**src/rtl/multicycle_control_hs_if.sv**
```systemverilog
// Control-to-core bundle for the multicycle controller: opcode/stall/memory-ready in,
// datapath state, memory strobes and status out.
interface multicycle_control_hs_if #(
    parameter int OPCODE_W = 6,
    parameter int CNT_W    = 32
);
    logic [OPCODE_W-1:0] opcode;
    logic                stall;
    logic                mem_ready;
    logic [3:0]          state;
    logic                mem_req;
    logic                mem_we;
    logic                instr_done;
    logic [CNT_W-1:0]    retired;
    logic                halted;
    logic [1:0]          err_code;

    // master: the controller; slave: opcode source / memory side.
    modport master (
        input  opcode, stall, mem_ready,
        output state, mem_req, mem_we, instr_done, retired, halted, err_code
    );
    modport slave (
        output opcode, stall, mem_ready,
        input  state, mem_req, mem_we, instr_done, retired, halted, err_code
    );
endinterface

```
**src/rtl/multicycle_control_hs.sv**
```systemverilog
// Multicycle CPU control FSM with memory ready handshake + timeout, global stall,
// sticky HALT/ERROR, retired-instruction counter and instruction-done pulse.
module multicycle_control_hs #(
    parameter int OPCODE_W    = 6,
    parameter int MEM_TIMEOUT = 15,
    parameter int CNT_W       = 32
) (
    input  logic                     clk,
    input  logic                     rst_n,
    multicycle_control_hs_if.master  bus
);
    localparam int WW = (MEM_TIMEOUT > 0) ? $clog2(MEM_TIMEOUT + 1) : 1;
    localparam logic [WW-1:0] TO_LAST = WW'((MEM_TIMEOUT > 0) ? MEM_TIMEOUT - 1 : 0);

    typedef enum logic [3:0] {
        S_IF      = 4'd0,  S_RF     = 4'd1,  S_IMM2  = 4'd2,  S_ALU_R3 = 4'd3,
        S_ALU_RI3 = 4'd4,  S_ALU4   = 4'd5,  S_BR3   = 4'd6,  S_MEM3   = 4'd7,
        S_LOAD4   = 4'd8,  S_STORE4 = 4'd9,  S_LOAD5 = 4'd10, S_J3     = 4'd11,
        S_HALT    = 4'd12, S_ERROR  = 4'd13
    } state_t;

    state_t           state_q, state_d;
    logic [WW-1:0]    wcnt_q, wcnt_d;
    logic [1:0]       err_q, err_d;
    logic [CNT_W-1:0] retired_q;
    logic             done_q;
    logic             retire;

    logic [2:0] h;
    logic       m, is_halt, is_ldi, mem_st;

    always_comb begin
        h       = bus.opcode[OPCODE_W-1 -: 3];
        m       = bus.opcode[OPCODE_W-4];
        is_halt = &bus.opcode;
        is_ldi  = (h == 3'b111) && (bus.opcode[OPCODE_W-4:0] == '0);
        mem_st  = (state_q == S_IF) || (state_q == S_LOAD4) || (state_q == S_STORE4);
    end

    always_comb begin
        state_d = state_q;
        wcnt_d  = wcnt_q;
        err_d   = err_q;
        retire  = 1'b0;
        if (mem_st && !bus.mem_ready) begin
            if (MEM_TIMEOUT != 0 && wcnt_q == TO_LAST) begin
                state_d = S_ERROR;
                err_d   = 2'b10;
            end else begin
                wcnt_d = wcnt_q + 1'b1;
            end
        end else begin
            case (state_q)
                S_IF: begin
                    if (is_halt)     state_d = S_HALT;
                    else if (is_ldi) state_d = S_IMM2;
                    else             state_d = S_RF;
                end
                S_RF: begin
                    case (h)
                        3'b000, 3'b001: state_d = S_ALU_R3;
                        3'b010, 3'b011: state_d = S_ALU_RI3;
                        3'b100:         state_d = S_BR3;
                        3'b101:         state_d = S_MEM3;
                        3'b110:         state_d = S_J3;
                        default: begin
                            state_d = S_ERROR;
                            err_d   = 2'b01;
                        end
                    endcase
                end
                S_ALU_R3, S_ALU_RI3: state_d = S_ALU4;
                S_MEM3:              state_d = m ? S_STORE4 : S_LOAD4;
                S_LOAD4:             state_d = S_LOAD5;
                S_IMM2, S_ALU4, S_BR3, S_STORE4, S_LOAD5, S_J3: begin
                    state_d = S_IF;
                    retire  = 1'b1;
                end
                S_HALT, S_ERROR:     state_d = state_q;
                // Codes 14/15 can only appear through an upset; treat as illegal.
                default: begin
                    state_d = S_ERROR;
                    err_d   = 2'b01;
                end
            endcase
        end
        if (state_d != state_q) wcnt_d = '0;
    end

    always_ff @(posedge clk or negedge rst_n) begin
        if (!rst_n) begin
            state_q   <= S_IF;
            wcnt_q    <= '0;
            err_q     <= 2'b00;
            retired_q <= '0;
            done_q    <= 1'b0;
        end else if (bus.stall) begin
            done_q <= 1'b0;
        end else begin
            state_q <= state_d;
            wcnt_q  <= wcnt_d;
            err_q   <= err_d;
            done_q  <= retire;
            if (retire) retired_q <= retired_q + 1'b1;
        end
    end

    assign bus.state      = state_q;
    assign bus.mem_req    = mem_st;
    assign bus.mem_we     = (state_q == S_STORE4);
    assign bus.halted     = (state_q == S_HALT);
    assign bus.instr_done = done_q & ~bus.stall;
    assign bus.retired    = retired_q;
    assign bus.err_code   = err_q;
endmodule

```
**src/flat_wrapper.sv**
```systemverilog
// flat-port wrapper written by rule: the top's interface ports become plain ports
module multicycle_control_hs_flat 
#(
    parameter int OPCODE_W    = 6,
    parameter int MEM_TIMEOUT = 15,
    parameter int CNT_W       = 32
)
  (clk, rst_n, bus_opcode, bus_stall, bus_mem_ready, bus_state, bus_mem_req, bus_mem_we, bus_instr_done, bus_retired, bus_halted, bus_err_code);
  multicycle_control_hs_if #(.OPCODE_W(OPCODE_W), .CNT_W(CNT_W)) bus_i ();
  input  logic clk;
  input  logic rst_n;
  input wire logic [$bits(bus_i.opcode)-1:0] bus_opcode;
  input wire logic [$bits(bus_i.stall)-1:0] bus_stall;
  input wire logic [$bits(bus_i.mem_ready)-1:0] bus_mem_ready;
  output wire logic [$bits(bus_i.state)-1:0] bus_state;
  output wire logic [$bits(bus_i.mem_req)-1:0] bus_mem_req;
  output wire logic [$bits(bus_i.mem_we)-1:0] bus_mem_we;
  output wire logic [$bits(bus_i.instr_done)-1:0] bus_instr_done;
  output wire logic [$bits(bus_i.retired)-1:0] bus_retired;
  output wire logic [$bits(bus_i.halted)-1:0] bus_halted;
  output wire logic [$bits(bus_i.err_code)-1:0] bus_err_code;
  assign bus_i.opcode = bus_opcode;
  assign bus_i.stall = bus_stall;
  assign bus_i.mem_ready = bus_mem_ready;
  assign bus_state = bus_i.state;
  assign bus_mem_req = bus_i.mem_req;
  assign bus_mem_we = bus_i.mem_we;
  assign bus_instr_done = bus_i.instr_done;
  assign bus_retired = bus_i.retired;
  assign bus_halted = bus_i.halted;
  assign bus_err_code = bus_i.err_code;
  multicycle_control_hs #(.OPCODE_W(OPCODE_W), .MEM_TIMEOUT(MEM_TIMEOUT), .CNT_W(CNT_W)) u_core (.clk(clk), .rst_n(rst_n), .bus(bus_i));
endmodule
```
**config.mk**
```make
export PLATFORM = sky130hd
export DESIGN_NAME = multicycle_control_hs_flat
export DESIGN_NICKNAME = d
export VERILOG_FILES = /design/src/rtl/multicycle_control_hs_if.sv /design/src/rtl/multicycle_control_hs.sv /design/src/flat_wrapper.sv
export SDC_FILE = /design/constraint.sdc
export NUM_CORES = 1
export LEC_CHECK = 0
export ABC_AREA = 0
export CORE_ASPECT_RATIO = 0.5
export CORE_MARGIN = 2
export CORE_UTILIZATION = 25
export CTS_BUF_LIST = sky130_fd_sc_hd__clkbuf_4 sky130_fd_sc_hd__clkbuf_8
export DETAILED_ROUTE_END_ITERATION = 8
export PLACE_DENSITY = 0.56
export SLEW_MARGIN = 5
export SYNTH_ARGS = -nofsm -noshare
export SYNTH_HDL_FRONTEND = slang
export SYNTH_SLANG_ARGS = --single-unit
```
**constraint.sdc**
```tcl
create_clock -name clk -period 2.85 [get_ports clk]
set_input_delay 0.855 -clock clk [delete_from_list [all_inputs] [get_ports clk]]
set_output_delay 0.855 -clock clk [all_outputs]
set_load 0.05 [all_outputs]
```
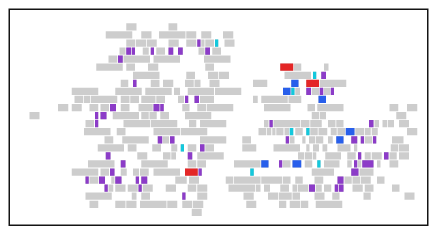
run_1/gate_families.png
legend:
  cyan:
    family: inverters
    cells: 8
    most_used: inv_1
  blue:
    family: AND-OR and OR-AND gates
    cells: 7
    most_used: a21o_1
  red:
    family: adder and majority cells
    cells: 3
    most_used: ha_1
  purple:
    family: NAND gates
    cells: 53
    most_used: nand2_1
    where: all over the die

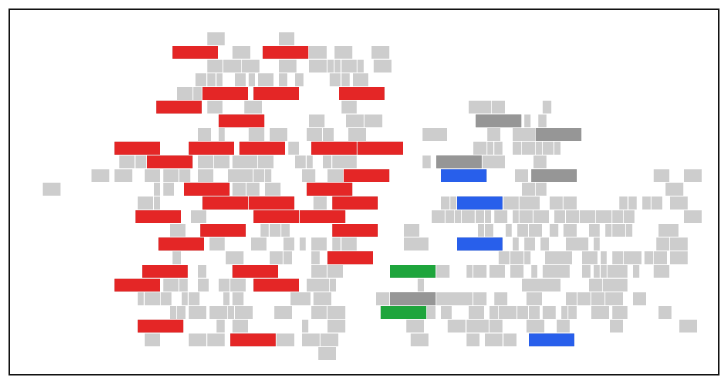
run_1/registers.png
legend:
  red:
    name_in_the_netlist: u_core.bus.retired
    placed_flops: 32
  green:
    name_in_the_netlist: u_core.bus.err_code
    placed_flops: 2
  blue:
    name_in_the_netlist: u_core.bus.state
    placed_flops: 4
not colored: 5

==> summary.txt, run 1 <==
Entry: Yosys synthesis followed by OpenROAD place and route.

Pwr:
- The leakage power in the latest report is about 0.0014 uW.
- The run puts the internal power at between 1000 and 1500 uW.
- Total power normalized to cell area comes to 792 nW/um2.
- Sequential cells account for 33.0% of the total power.
- After layout, the design draws a total of about 2600 uW.

Global routing:
- The run puts the number of antenna violations at the first check in global routing at 0.
- The run gives the number of global-route vias before repair as approximately 1.9k.
- Entering global routing, the biggest net connects 20 pins.
- The run gives the layer carrying the most global-route usage as met2.
- The run gives the total global-route track usage as 11.7%.
- The run gives the routing usage on met3 as between 2 and 2.5%.
- The first global-routing pass estimated just under 10,000 um of wire.

Min path:
- The worst hold path belongs to the class primary input to async pin.

Final timing:
- The run gives the share of the cycle needed by the critical path after routing as 98.4%.
- For the final routed database, the setup TNS stands at 0 ps.
- The run gives the worst clock skew as around 6.5 ps.
- The run gives the actual slew at the worst max-slew pin as 881 ps.
- The run puts the max-slew headroom at the worst pin at 40.8%.
- The run gives the worst setup slack after layout as 45.3 ps.
- On the final layout, the worst hold slack is 393 ps.
- The run puts the total count of hold-check failures in the final report at 0.
- In the final report, the number of pins over their slew limit comes to 0.
- The run puts the maximum operating frequency at 357 MHz.

Cells and area:
- The run gives the fraction of final layout cells sized beyond drive strength 1 as 17.2%.
- The multi-input combinational cells in the finished layout cover a total of approximately 1200 um2.
- Per the run report, area growth between synthesis and finish was 38.7%.
- The register with the most flip-flops in the layout has 32 of them.
- The final layout report lists a filler cell count of 901.
- There are between 40 and 50 flip-flops and latches.
- The run puts the number of standard cells in the final layout excluding fillers at 426.
- The run gives the largest cell class by area as combinational gates.
- The final layout report lists a clock buffer count of 5.
- The run gives the net count reported at finish as 322.
- The run puts the fraction of area in multi-input gates at 37.6%.
- The top cell types in the final layout, fill and taps aside, are sky130_fd_sc_hd__clkdlybuf4s50_1 (45), sky130_fd_sc_hd__dfrtp_1 (43), sky130_fd_sc_hd__xnor2_1 (28), sky130_fd_sc_hd__buf_4 (28), sky130_fd_sc_hd__nand2_1 (24).
- The run puts the sequential cell area share at 33.2%.
- The run gives the number of non-clock inverters in the layout as 8.

Place:
- The run gives the weighted congestion at the end of routability-driven global placement as about 0.9.
- The run puts the count of buffers from port buffering at 51.
- The run puts the placement-stage cell area at 3120 um2.
- The run gives the half-perimeter wire length of the detailed placement result as 4410 um.

Setup path:
- STA classifies the critical path startpoint as a primary input.
- Following the worst setup path forward leads to its endpoint at u_core.wcnt_q[2].
- The run puts the delay of the slowest critical-path stage at 470 ps.
- The run puts the data arrival time at the worst-slack endpoint at 3040 ps.
- Broken down by cell family, the worst path's largest delay share belongs to AND-OR/OR-AND gates.
- For reference, the most critical setup path is categorized as primary input to flip-flop.
- The run puts the number of stages on the worst setup path at 8.
- Walking the worst path, the cells encountered are clkdlybuf4s50_1 -> and3b_1 -> o311ai_0 -> a211oi_1 -> o32ai_1 -> or4_4 -> o21bai_1 -> a21o_1.
- The run puts the cell count of the worst reg-to-reg path at 7.
- The run gives the first element of the critical path as bus_opcode[3].

Yosys:
- The run gives the async set-or-reset flop fraction in the synthesized netlist as 100%.
- In the post-synthesis netlist, the biggest area contributors are sky130_fd_sc_hd__dfrtp_1 (46%), sky130_fd_sc_hd__xnor2_1 (10%), sky130_fd_sc_hd__nand3_1 (3.9%).
- The run gives the number of distinct library cell variants in the gate-level netlist after synthesis as a little under 50.
- The run gives the sequential fraction of the synthesis area as 46.1%.
- The run gives the number of nets produced by synthesis as 250.
- The run gives the chip area in the Yosys report as 2340 um2.
- The run gives the number of cells produced by synthesis as 237.
- Sorting the Yosys area breakdown by cell type puts at the top sky130_fd_sc_hd__dfrtp_1.

Floorplan:
- The run gives the die extent in y as 72.4 um.
- The run puts the standard-cell row count at 24.
- The run gives the share of the core filled by cells before placement as 26.3%.
- The total area inside the core boundary comes to 8890 um2.
- The run gives the die outline area as 10,200 um2.
- During I/O placement, the number of pins put on the boundary was 52.

CTS:
- CTS placed an instance of sky130_fd_sc_hd__clkbuf_8 at the clock tree root.
- The run gives the number of sinks handled by clock tree synthesis as between 40 and 50.
- Looking at the clock tree report, the H-tree level count equals 2.
- The run gives the maximum number of buffers from clock root to sink as 2.
- TritonCTS built the clock tree.
- The run puts the clock transition time at the flip-flop clock pins of the worst setup and hold paths at 90 ps.

Detailed routing:
- The run puts the met3 routed wirelength at approximately 270 um.
- The run puts the via total after detailed routing at 2,017.
- Per the detail_route report, vias per standard cell equal 4.73.
- The first detailed-routing pass took 4 iterations.
- The run puts the remaining antenna violation count at 0.
- The violation tally recorded at the end of detailed-routing iteration 0 is 112.
- The run puts the length of routed met2 wiring at 2840 um.
- The run puts the post-detailed-route DRC marker count at 0.

Flow run:
- The run puts the tool warning count at 27.

Outcome:
- The run finished with clean final reports.
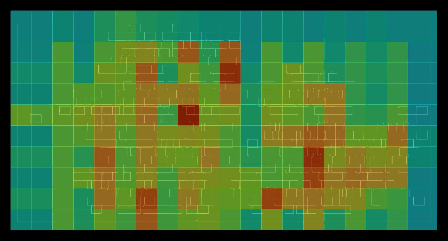
run_1/final_congestion.png
post-route core utilization: 36.5%
grt met1 use: 15.1%
mean routed wirelength per cell: 13.8 um

[run 1: logic make-up after synthesis]
kind of cell | Yosys count | share of synthesized area, %
xor gates and xnor gates | 31 | 11.6
and+or+nand+nor | 109 | 27.1
DFF | 43 | 46.1
muxes | 1 | 0.482
AOI/OAI and AO/OA | 32 | 9.64
buffers and inverters | 18 | 3.48
adders and majority gates | 3 | 1.61
[run 1: Yosys cell counts, types with 3 or more instances]
master and number:
sky130_fd_sc_hd__clkbuf_1 4, sky130_fd_sc_hd__nor2b_1 4, sky130_fd_sc_hd__xnor2_1 28, sky130_fd_sc_hd__inv_1 8, sky130_fd_sc_hd__nand4_1 6, sky130_fd_sc_hd__o31ai_1 3, sky130_fd_sc_hd__and4_1 4, sky130_fd_sc_hd__nand3_1 18
sky130_fd_sc_hd__o21ai_0 6, sky130_fd_sc_hd__a21oi_1 4, sky130_fd_sc_hd__nor3_1 7, sky130_fd_sc_hd__nor4_1 3, sky130_fd_sc_hd__buf_2 5, sky130_fd_sc_hd__ha_1 3, sky130_fd_sc_hd__and2_1 5, sky130_fd_sc_hd__nand2b_1 3
sky130_fd_sc_hd__nand2_1 24, sky130_fd_sc_hd__dfrtp_1 43, sky130_fd_sc_hd__xor2_1 3, sky130_fd_sc_hd__nor2_1 9, sky130_fd_sc_hd__a21o_1 4, sky130_fd_sc_hd__and3_1 11
[run 1: timing repair]
| action | in CTS | in global routing |
|---|---|---|
| hold buffers | 0 | 0 |
| setup endpoints to repair | 0 | 4 |
| resized | 0 | 6 |
| setup buffers | 0 | 1 |
[run 1: power by group through the flow]
stage	Clock, uW	Combinational [uW]	Sequential (uW)
after floorplan	0	652	1040
after global placement	0	1280	851
after detailed placement	0	1290	855
after CTS	392	1300	844
after global routing	421	1430	863
final	377	1340	846
## Run 2: what changed since run 1
- CAP_MARGIN: not set -> 0
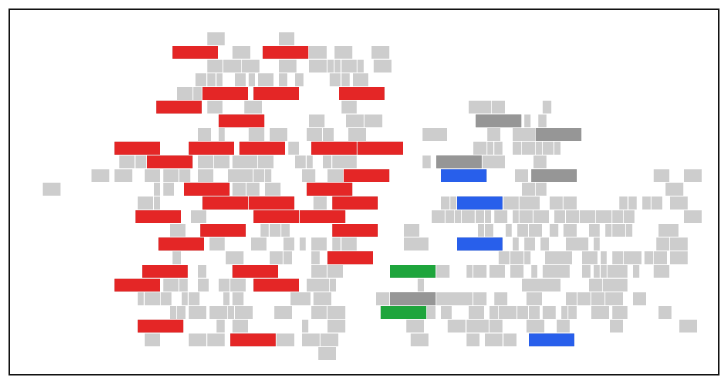
run_2/registers.png
legend:
  green:
    name_in_the_netlist: u_core.bus.err_code
    placed_flops: 2
  red:
    name_in_the_netlist: u_core.bus.retired
    placed_flops: 32
  blue:
    name_in_the_netlist: u_core.bus.state
    placed_flops: 4
not colored: 5
Seq area share: 33.2%
flip-flop and latch area: 1080 um2

==> summary.txt, run 2 <==
Entry: Yosys synthesis followed by OpenROAD place and route.

Place:
- The run puts the placement-stage cell area at 3120 um2 (unchanged).
- The count of buffers from port buffering came to 51 (unchanged).
- The run puts the half-perimeter wire length of the detailed placement result at 4410 um (unchanged).

Final timing:
- The maximum operating frequency came to 357 MHz (unchanged).
- The run gives the max-slew violation count as 0 (unchanged).
- The run puts the worst setup slack after layout at 45.3 ps (unchanged).
- The run puts the total count of hold-check failures in the final report at 0 (unchanged).
- The run gives the final worst hold slack as 393 ps (unchanged).
- The run gives the actual slew at the worst max-slew pin as 881 ps (unchanged).
- The run puts the max-slew headroom at the worst pin at 40.8% (unchanged).
- The setup TNS after final layout was 0 ps (unchanged).

Setup path:
- The run gives the startpoint kind of the worst setup timing path as a primary input.
- The delay of the slowest critical-path stage is 470 ps (about the same).
- Walking the worst path, the cells encountered are clkdlybuf4s50_1 -> and3b_1 -> o311ai_0 -> a211oi_1 -> o32ai_1 -> or4_4 -> o21bai_1 -> a21o_1.
- The run puts the data arrival time at the worst-slack endpoint at 3040 ps (about the same).
- The setup path with the least slack is of type primary input to flip-flop.
- The cell family contributing the most delay on the critical path is AND-OR/OR-AND gates.

Cells and area:
- The net count reported at finish was 322 (unchanged).
- The run puts the flip-flop count of the largest register after layout at 32 (unchanged).
- The run puts the number of standard cells in the final layout excluding fillers at 426 (unchanged).
- The top cell types in the final layout, fill and taps aside, are sky130_fd_sc_hd__clkdlybuf4s50_1 (45), sky130_fd_sc_hd__dfrtp_1 (43), sky130_fd_sc_hd__xnor2_1 (28), sky130_fd_sc_hd__buf_4 (28), sky130_fd_sc_hd__nand2_1 (24).
- The final core utilization was 36.5% (unchanged).
- The run gives the relative area change from synthesis to final layout as 38.7% (unchanged).
- The fraction of final layout cells sized beyond drive strength 1 is 17.2% (unchanged).

Floorplan:
- The run gives the die outline area as 10,200 um2 (unchanged).
- The run puts the share of the core filled by cells before placement at 26.3% (unchanged).
- The run gives the boundary pin count as 52 (unchanged).
- The core area is 8890 um2 (unchanged).
- The standard-cell row count is 24 (unchanged).
- The run gives the die extent in y as 72.4 um (unchanged).

Yosys:
- Ranked by total cell area, the synthesized netlist is headed by sky130_fd_sc_hd__dfrtp_1 (46%), sky130_fd_sc_hd__xnor2_1 (10%), sky130_fd_sc_hd__nand3_1 (3.9%).
- The synthesized design spends more area on one cell type than any other, namely sky130_fd_sc_hd__dfrtp_1.
- The chip area in the Yosys report came to 2340 um2 (unchanged).
- The number of nets produced by synthesis was 250 (unchanged).
- The run puts the async set-or-reset flop fraction in the synthesized netlist at 100% (unchanged).
- The run puts the number of cells produced by synthesis at 237 (unchanged).

Pwr:
- The run puts the power in combinational cells at 1340 uW (about the same).
- The run gives the internal power as 1420 uW (unchanged).
- The flip-flop and latch power was 846 uW (about the same).
- Looking at the group totals, the largest power group turns out to be combinational cells.
- The run gives the sequential share of power as 33.0% (about the same).
- The run puts the clock group total power at 377 uW (about the same).
- The run gives the power per standard cell area as 792 nW/um2 (unchanged).

Global routing:
- The run gives the total global-route track usage as 11.7% (unchanged).
- The run puts the number of antenna violations at the first check in global routing at 0 (unchanged).
- The run gives the largest net degree at the start of global routing as 20 (unchanged).
- The number of global-route vias before repair is 1,940 (unchanged).

Detailed routing:
- The via total after detailed routing came to 2,017 (unchanged).
- The run puts the average wire length per cell after detail routing at 13.8 um (unchanged).
- The run gives the count of TritonRoute iterations in the first routing pass as 4 (unchanged).
- The run puts the first-iteration detailed-routing DRC count at 112 (unchanged).
- The post-detailed-route DRC marker count was 0 (unchanged).
- The remaining antenna violation count came to 0 (unchanged).

CTS:
- TritonCTS built the clock tree.
- Clock tree synthesis selected as its root buffer the cell sky130_fd_sc_hd__clkbuf_8.
- The run gives the clock transition time at the flip-flop clock pins of the worst setup and hold paths as 90 ps (about the same).
- The maximum number of buffers from clock root to sink was 2 (unchanged).

Flow run:
- The run puts the tool warning count at 27 (unchanged).

Outcome:
- The flow ran to the end, and the final reports show no timing, DRC or antenna violations.

Min path:
- The run gives the type of the tightest min-delay check as primary input to async pin.
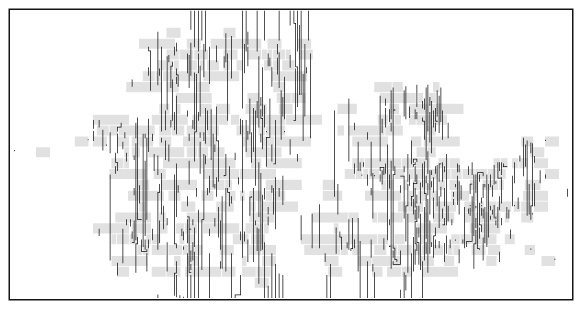
run_2/met2.png
Cells faint in the background.
share of all routed wire: 48%
longest straight run: 28.2 um
main direction: vertical
wire length on this layer: 2,840 um

==> run 2: cell counts after synthesis <==
Identical to the previous run, type by type.
==> run 2: per-layer routing <==
layer,global-route usage [%],up-vias,wire (um),share of wire [%]
met3,2.31,2,268,4.6
met4,3.44,0,41,0.70
met1,15.1,986,2720,46
li1,-,986,-,-
met5,0,-,0,0
met2,20.3,43,2840,48
==> run 2: worst paths after layout <==
kind,from,end,slack (ps),cells past startpoint
max,bus_opcode[3],u_core.wcnt_q[2],50,8
min,rst_n,u_core.bus.retired[18],390,1
max reg2reg,u_core.bus.state[3],u_core.wcnt_q[2],310,7
min reg2reg,u_core.bus.retired[14],u_core.bus.retired[14],500,1
max in group asynchronous,rst_n,u_core.wcnt_q[3],1960,2
min in group clk,u_core.bus.retired[14],u_core.bus.retired[14],500,1
==> run 2: logic make-up (layout without fill, tap and decap cells) <==
| group | Yosys count | count (layout) | share of synthesized area (%) |
|---|---|---|---|
| fa+ha+maj | 3 | 3 | 1.61 |
| xor+xnor | 31 | 31 | 11.6 |
| compound gates | 32 | 32 | 9.64 |
| flops | 43 | 43 | 46.1 |
| buf+inv | 18 | 90 | 3.48 |
| mux | 1 | 1 | 0.482 |
| simple gates | 109 | 109 | 27.1 |
==> run 2: layout make-up <==
| cell class | count | area [um2] | area share (%) |
|---|---|---|---|
| flip-flops and latches | 43 | 1080 | 33.2 |
| clock inverters | 2 | 13.8 | 0.425 |
| inverters | 8 | 30.0 | 0.927 |
| clock buffers | 5 | 68.8 | 2.12 |
| repair buffers | 75 | 686 | 21.2 |
| multi-input cells | 176 | 1220 | 37.6 |
| well taps | 117 | 146 | 4.52 |
==> run 2: timing repair <==
item	4_1_cts	5_1_grt
gates resized	0	6
endpoints found under the hold margin	0	0
setup endpoints to repair	0	4
buffers inserted	0	1
hold buffers	0	0
Power figures rest on the tool's default switching activity, not on a simulated workload.
